Where the registers sit:
Other sequential cells in the stronger gray, the rest of the logic in the fainter gray.
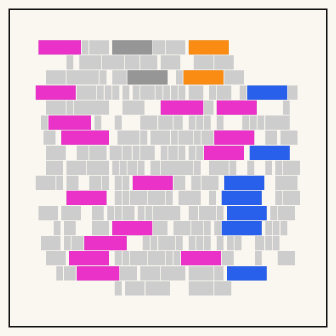
Supply network:
Pins as bars on the die edge. Tap cells in gray.
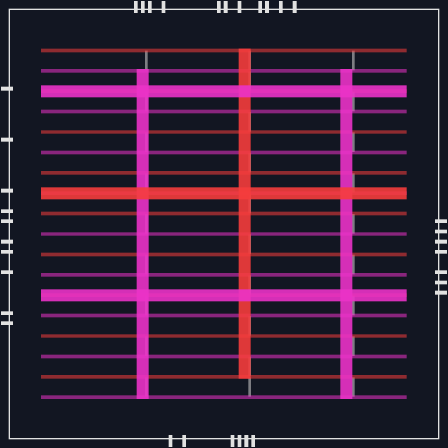
--- src/rtl/hazard_unit_pkg.sv ---
// Shared types for the pipeline hazard unit: forwarding selects, slot record, XZR.
package cpu_pkg;

    typedef enum logic [1:0] {
        FWD_RF  = 2'b00,
        FWD_MEM = 2'b01,
        FWD_WB  = 2'b10
    } fwd_sel_t;

    localparam logic [4:0] XZR_ADDR = 5'd31;

    typedef struct packed {
        logic       valid;
        logic [4:0] rd;
        logic       rd_used;
        logic       is_load;
    } hz_slot_t;

    // Youngest producer wins: the EX slot outranks the MEM slot.
    function automatic fwd_sel_t fwd_pick(input logic hit_ex, input logic hit_mem);
        if (hit_ex)       return FWD_MEM;
        else if (hit_mem) return FWD_WB;
        else              return FWD_RF;
    endfunction

endpackage

--- src/rtl/hazard_unit_if.sv ---
// Decode-side request and hazard/forwarding response bundle.
interface hazard_unit_if;
    import cpu_pkg::*;

    logic       id_valid;
    logic [4:0] id_rn_addr, id_rm_addr, id_rd_addr;
    logic       id_rn_used, id_rm_used, id_rd_used;
    logic       id_is_load;
    logic       flush;
    logic       stall;
    fwd_sel_t   ex_fwd_a, ex_fwd_b;
    logic       wb_we;
    logic [4:0] wb_rd_addr;

    modport master (
        output id_valid, id_rn_addr, id_rm_addr, id_rd_addr,
               id_rn_used, id_rm_used, id_rd_used, id_is_load, flush,
        input  stall, ex_fwd_a, ex_fwd_b, wb_we, wb_rd_addr
    );

    modport slave (
        input  id_valid, id_rn_addr, id_rm_addr, id_rd_addr,
               id_rn_used, id_rm_used, id_rd_used, id_is_load, flush,
        output stall, ex_fwd_a, ex_fwd_b, wb_we, wb_rd_addr
    );

endinterface

--- src/rtl/hazard_unit_src_match.sv ---
// One source operand against one in-flight producer slot.
module src_match
    import cpu_pkg::*;
(
    input  logic [4:0] src_addr,
    input  logic       src_used,
    input  logic       slot_valid,
    input  logic [4:0] slot_rd,
    input  logic       slot_rd_used,
    output logic       hit
);

    // src_used is the first term so an X address behind used=0 resolves to 0.
    assign hit = src_used && slot_valid && slot_rd_used &&
                 (src_addr == slot_rd) && (src_addr != XZR_ADDR);

endmodule

--- src/rtl/hazard_unit.sv ---
// Load-use stall detection, EX/MEM forwarding selects and WB write-enable tracking.
module hazard_unit
    import cpu_pkg::*;
(
    input  logic         clk,
    input  logic         reset,
    hazard_unit_if.slave hz
);

    localparam int NUM_SRC  = 2;
    localparam int NUM_SLOT = 2;

    hz_slot_t ex_q, mem_q, wb_q, id_slot;
    fwd_sel_t fwd_a_q, fwd_b_q;

    logic [NUM_SRC-1:0][4:0]          src_addr;
    logic [NUM_SRC-1:0]               src_used;
    logic [NUM_SRC-1:0][NUM_SLOT-1:0] hit;
    hz_slot_t [NUM_SLOT-1:0]          cmp_slot;

    assign src_addr = {hz.id_rm_addr, hz.id_rn_addr};
    assign src_used = {hz.id_rm_used, hz.id_rn_used};
    assign cmp_slot = {mem_q, ex_q};

    generate
        for (genvar s = 0; s < NUM_SRC; s++) begin : g_src
            for (genvar k = 0; k < NUM_SLOT; k++) begin : g_slot
                src_match u_match (
                    .src_addr     (src_addr[s]),
                    .src_used     (src_used[s]),
                    .slot_valid   (cmp_slot[k].valid),
                    .slot_rd      (cmp_slot[k].rd),
                    .slot_rd_used (cmp_slot[k].rd_used),
                    .hit          (hit[s][k])
                );
            end
        end
    endgenerate

    logic load_use, stall_c, bubble;

    assign load_use = ex_q.is_load && (hit[0][0] || hit[1][0]);
    assign stall_c  = !reset && hz.id_valid && !hz.flush && load_use;
    assign bubble   = !hz.id_valid || hz.flush || stall_c;

    // rd is zeroed when unused so an X destination never reaches wb_rd_addr.
    always_comb begin
        id_slot         = '0;
        id_slot.valid   = !bubble;
        id_slot.rd_used = !bubble && hz.id_rd_used;
        id_slot.rd      = id_slot.rd_used ? hz.id_rd_addr : 5'd0;
        id_slot.is_load = !bubble && hz.id_is_load;
    end

    always_ff @(posedge clk) begin
        if (reset) begin
            ex_q    <= '0;
            mem_q   <= '0;
            wb_q    <= '0;
            fwd_a_q <= FWD_RF;
            fwd_b_q <= FWD_RF;
        end else begin
            ex_q    <= id_slot;
            mem_q   <= ex_q;
            wb_q    <= mem_q;
            fwd_a_q <= bubble ? FWD_RF : fwd_pick(hit[0][0], hit[0][1]);
            fwd_b_q <= bubble ? FWD_RF : fwd_pick(hit[1][0], hit[1][1]);
        end
    end

    logic wb_unused;
    assign wb_unused = wb_q.is_load;

    assign hz.stall      = stall_c;
    assign hz.ex_fwd_a   = fwd_a_q;
    assign hz.ex_fwd_b   = fwd_b_q;
    assign hz.wb_we      = !reset && wb_q.valid && wb_q.rd_used && (wb_q.rd != XZR_ADDR);
    assign hz.wb_rd_addr = reset ? 5'd0 : wb_q.rd;

endmodule

--- src/flat_wrapper.sv ---
// flat-port wrapper written by rule: the top's interface ports become plain ports
module hazard_unit_flat import cpu_pkg::*;
  (clk, reset, hz_id_valid, hz_id_rn_addr, hz_id_rm_addr, hz_id_rd_addr, hz_id_rn_used, hz_id_rm_used, hz_id_rd_used, hz_id_is_load, hz_flush, hz_stall, hz_ex_fwd_a, hz_ex_fwd_b, hz_wb_we, hz_wb_rd_addr);
  hazard_unit_if hz_i ();
  input  logic clk;
  input  logic reset;
  input wire logic [$bits(hz_i.id_valid)-1:0] hz_id_valid;
  input wire logic [$bits(hz_i.id_rn_addr)-1:0] hz_id_rn_addr;
  input wire logic [$bits(hz_i.id_rm_addr)-1:0] hz_id_rm_addr;
  input wire logic [$bits(hz_i.id_rd_addr)-1:0] hz_id_rd_addr;
  input wire logic [$bits(hz_i.id_rn_used)-1:0] hz_id_rn_used;
  input wire logic [$bits(hz_i.id_rm_used)-1:0] hz_id_rm_used;
  input wire logic [$bits(hz_i.id_rd_used)-1:0] hz_id_rd_used;
  input wire logic [$bits(hz_i.id_is_load)-1:0] hz_id_is_load;
  input wire logic [$bits(hz_i.flush)-1:0] hz_flush;
  output wire logic [$bits(hz_i.stall)-1:0] hz_stall;
  output wire logic [$bits(hz_i.ex_fwd_a)-1:0] hz_ex_fwd_a;
  output wire logic [$bits(hz_i.ex_fwd_b)-1:0] hz_ex_fwd_b;
  output wire logic [$bits(hz_i.wb_we)-1:0] hz_wb_we;
  output wire logic [$bits(hz_i.wb_rd_addr)-1:0] hz_wb_rd_addr;
  assign hz_i.id_valid = hz_id_valid;
  assign hz_i.id_rn_addr = hz_id_rn_addr;
  assign hz_i.id_rm_addr = hz_id_rm_addr;
  assign hz_i.id_rd_addr = hz_id_rd_addr;
  assign hz_i.id_rn_used = hz_id_rn_used;
  assign hz_i.id_rm_used = hz_id_rm_used;
  assign hz_i.id_rd_used = hz_id_rd_used;
  assign hz_i.id_is_load = hz_id_is_load;
  assign hz_i.flush = hz_flush;
  assign hz_stall = hz_i.stall;
  assign hz_ex_fwd_a = hz_i.ex_fwd_a;
  assign hz_ex_fwd_b = hz_i.ex_fwd_b;
  assign hz_wb_we = hz_i.wb_we;
  assign hz_wb_rd_addr = hz_i.wb_rd_addr;
  hazard_unit u_core (.clk(clk), .reset(reset), .hz(hz_i));
endmodule
--- config.mk ---
export PLATFORM = sky130hd
export DESIGN_NAME = hazard_unit_flat
export DESIGN_NICKNAME = d
export VERILOG_FILES = /design/src/rtl/hazard_unit_pkg.sv /design/src/rtl/hazard_unit_if.sv /design/src/rtl/hazard_unit_src_match.sv /design/src/rtl/hazard_unit.sv /design/src/flat_wrapper.sv
export SDC_FILE = /design/constraint.sdc
export NUM_CORES = 1
export LEC_CHECK = 0
export ABC_AREA = 1
export CORE_MARGIN = 4
export CORE_UTILIZATION = 50
export DETAILED_ROUTE_END_ITERATION = 10
export GPL_TIMING_DRIVEN = 0
export PLACE_DENSITY = 0.83
export SLEW_MARGIN = 20
export SYNTH_ARGS = -nofsm -noshare
export SYNTH_HDL_FRONTEND = slang
export SYNTH_SLANG_ARGS = --single-unit
--- constraint.sdc ---
create_clock -name clk -period 1.7 [get_ports clk]
set_input_delay 0.17 -clock clk [delete_from_list [all_inputs] [get_ports clk]]
set_output_delay 0.17 -clock clk [all_outputs]
set_load 0.02 [all_outputs]
==> impl_metrics.toml <==
# implementation run metrics
[sta]
max_freq_mhz = 568
relSlewSlack_pct = 80.0
fin_ws_ps = -61.3
finalCritPeriodShare_pct = 104
rsz0062_at_grt = "true"
setup_violations = 1
finClkSkew_ps = 1.46
period_minus_slack_ps = 1760
hold_viol = 0
worst_pin_slew_ps = 299
drv_slew = 0

[route]
firstDrtPassIters = 5
vias = 1154
ant_nets = 0
wl_per_cell_um = 13.3
drt-initial-drc-count = 61
routed_via_density = 5.04
routed_wl_um = 3060
drc = 0

[synth]
syn_avg_cell_area_um2 = 7.52
yosysWarnings = 0
ys_types = 20
postSynthSeqShare_pct = 43.2
syn_area_um2 = 1200
synth_top_area_share_pct = 43.2
numSynthFlops = 26
yosysChipArea_um2 = 1200
yosys-stat-cells = 160
syn_nets = 183
synthTopCellsByArea = "dfxtp_1 (43%), inv_1 (11%), nor2_1 (10%)"
top_area_cell = "dfxtp_1"
syn_inst = 160

[global_route]
antenna_found_initial = 0
grt_pass1_wl_um = 4460
grt.overflow.total = 0
grt_max_degree = 15
grtUsageTotal_pct = 17.3
grt_pass1_vias = 1084

[cells_and_area]
nNetsFinal = 225
drive_above_1_share_pct = 21.9
area_growth_syn_to_layout_pct = 39.6
diodes = 0
final_cell_area_um2 = 1680

[power]
max-vdd-ir-drop_v = 0.000485
power_leakage_uw = 0.000787
clockPowerShare_pct = 28.4
internal_power_uw = 822
power_switching_share_pct = 23.4
p_comb_share_pct = 13.7
p_seq_share_pct = 57.9
switchingPower_uw = 252
power.density_nw_per_um2 = 639

[placed_design]
hpwlAfterDp_um = 2180
io_buffers = 33
dpl_cell_area_um2 = 1570
gp_congestion = 0.854

[cts]
clk_pin_slew_ps = 130
cts_tree = "yes"
numCtsBuffers = 3
clock_latency_ps = 310
clock_path_buffers = 2
cts_num_sinks = 26
cts.htree.levels = 1
clock-root-buffer = "clkbuf_4"

[floorplan]
floorplan.core_util_pct = 53.4
die-area_um2 = 3260
rows = 17
ios = 34
core-area_um2 = 2250

[outcome]
outcome = "complete, but fails checks"
violations = "negative setup slack"

[setup_path]
r2r_cells = 9
cp.required_ps = 1530
crit_fanout = 3
start_kind = "register"
crit_type = "register to primary output"
critPathCaptureType = "primary output"
arrival_ps = 1590

[flow_run]
cap_violations = 0
warnings = 28

[min_path]
hold_depth = 3
holdCritPathClass = "input port to register"
Notes on 'where the registers sit' above:
Blue marks u_core.wb_q, flops 7. Orange marks u_core.hz.ex_fwd_a, flops 2. Magenta marks u_core.cmp_slot, flops 15.
Another 2 sequential cells are not colored.
Seq/total area: 31.6%
Seq group: 622 uW
Final Core Density: 74.5%

Notes on 'supply network' above:
Red marks VDD. Magenta marks VSS.
18 met1 rails follow the rows. 3 straps on met5.
die width: 57.1 um
Die Ht: 57.1 um

metal layers:
| metal | track usage, % | up-vias | part of all wire, % | routed length, um |
|---|---|---|---|---|
| li1 | - | 550 | - | - |
| met1 | 17.5 | 527 | 35 | 1060 |
| met2 | 33.9 | 59 | 55 | 1680 |
| met3 | 2.49 | 18 | 5.6 | 172 |
| met4 | 8.28 | 0 | 4.6 | 140 |
| met5 | 0 | - | 0 | 0 |
kinds of logic (layout without fill, tap and decap cells):
kind of cell           after synthesis  in the layout  synth area share, %
XOR/XNOR                            13             13                 9.46
flip-flops                          26             26                 43.2
AND/OR/NAND/NOR                     77             77                 32.2
buffers and inverters               39             80                 12.2
AND-OR/OR-AND                        5              5                 2.91
critical path: stages (launching register included):
cell and delay (ps):
dfxtp_1 350, xnor2_1 180, nand2_1 140, nor2_2 210, nand2_4 90, nand2_4 80
nand2_4 60, inv_2 50, buf_6 100
power by group through the flow:
stage               clock network [uW]  logic [uW]  registers, uW
floorplan                            0        61.0            634
global placement                     0         132            635
detailed placement                   0         137            636
CTS                                307         141            622
global route                       334         159            623
finish                             305         147            622
state kept, by name, indices dropped and copies added (netlist names):
register,flops
u_core.cmp_slot,15
u_core.wb_q,7
u_core.hz.ex_fwd_a,2
u_core.hz.ex_fwd_b,2
cell usage after synthesis:
library cell,n
nor3_1,4
a22o_1,1
xor2_1,3
dfxtp_1,26
nand4_1,1
nor2_1,32
nand3_4,1
a31oi_1,1
o22ai_1,1
inv_2,3
inv_1,34
nand2_1,19
nand3_1,6
nor3_4,1
clkbuf_1,2
nor2_2,8
xnor2_1,10
o2111ai_1,1
o21ai_0,1
nand2_4,5
metrics by stage:
step                TNS (ps)  std cells  setup WS [ps]  total power (uW)  hold WS, ps
finish                 -61.3        229          -61.3              1070          360
CTS                    -97.1        225          -97.1              1070          366
global route           -88.9        229          -88.9              1120          351
global placement       -1850        221           -422               767          407
detailed placement     -1990        221           -467               773          413
floorplan                  0        160            485               695          282
placed cells by master, fill, tap and decap left out, types with 2 or more instances in the layout:
cell             count
clkbuf_4             4
dfxtp_2              5
nor2_2              11
dfxtp_1             20
nand2_2              2
nor2_1              29
dlymetal6s2s_1       5
nand2_4              5
inv_1               32
xor2_1               3
buf_4                5
nand2_1             17
nor3_1               4
dlygate4sd2_1        6
inv_2                5
xnor2_1              9
nand3_1              6
clkdlybuf4s50_1     20
worst paths after layout:
| check | endpoint | slack (ps) | startpoint |
|---|---|---|---|
| setup / recovery | hz_stall | -60 | u_core.cmp_slot[4] |
| hold / removal | u_core.cmp_slot[2] | 360 | hz_id_rd_addr[0] |
| setup reg to reg | u_core.cmp_slot[1] | 190 | u_core.cmp_slot[4] |
| hold reg to reg | u_core.wb_q[1] | 430 | u_core.cmp_slot[9] |
cell type report:
class	instances	area (um^2)
repair buffers	37	368
fillers	174	574
multi-input cells	95	557
plain buffers	2	15.0
clock buffers	4	36.3
flip-flops and latches	26	531
inverters	37	139
well taps	28	35.0
timing repair:
item	CTS	global route
pin swaps	0	7
resized	20	22
hold buffers	0	0
buffers inserted	0	4
endpoints found under the setup margin	7	2
Power is estimated from default activity; no workload was simulated.
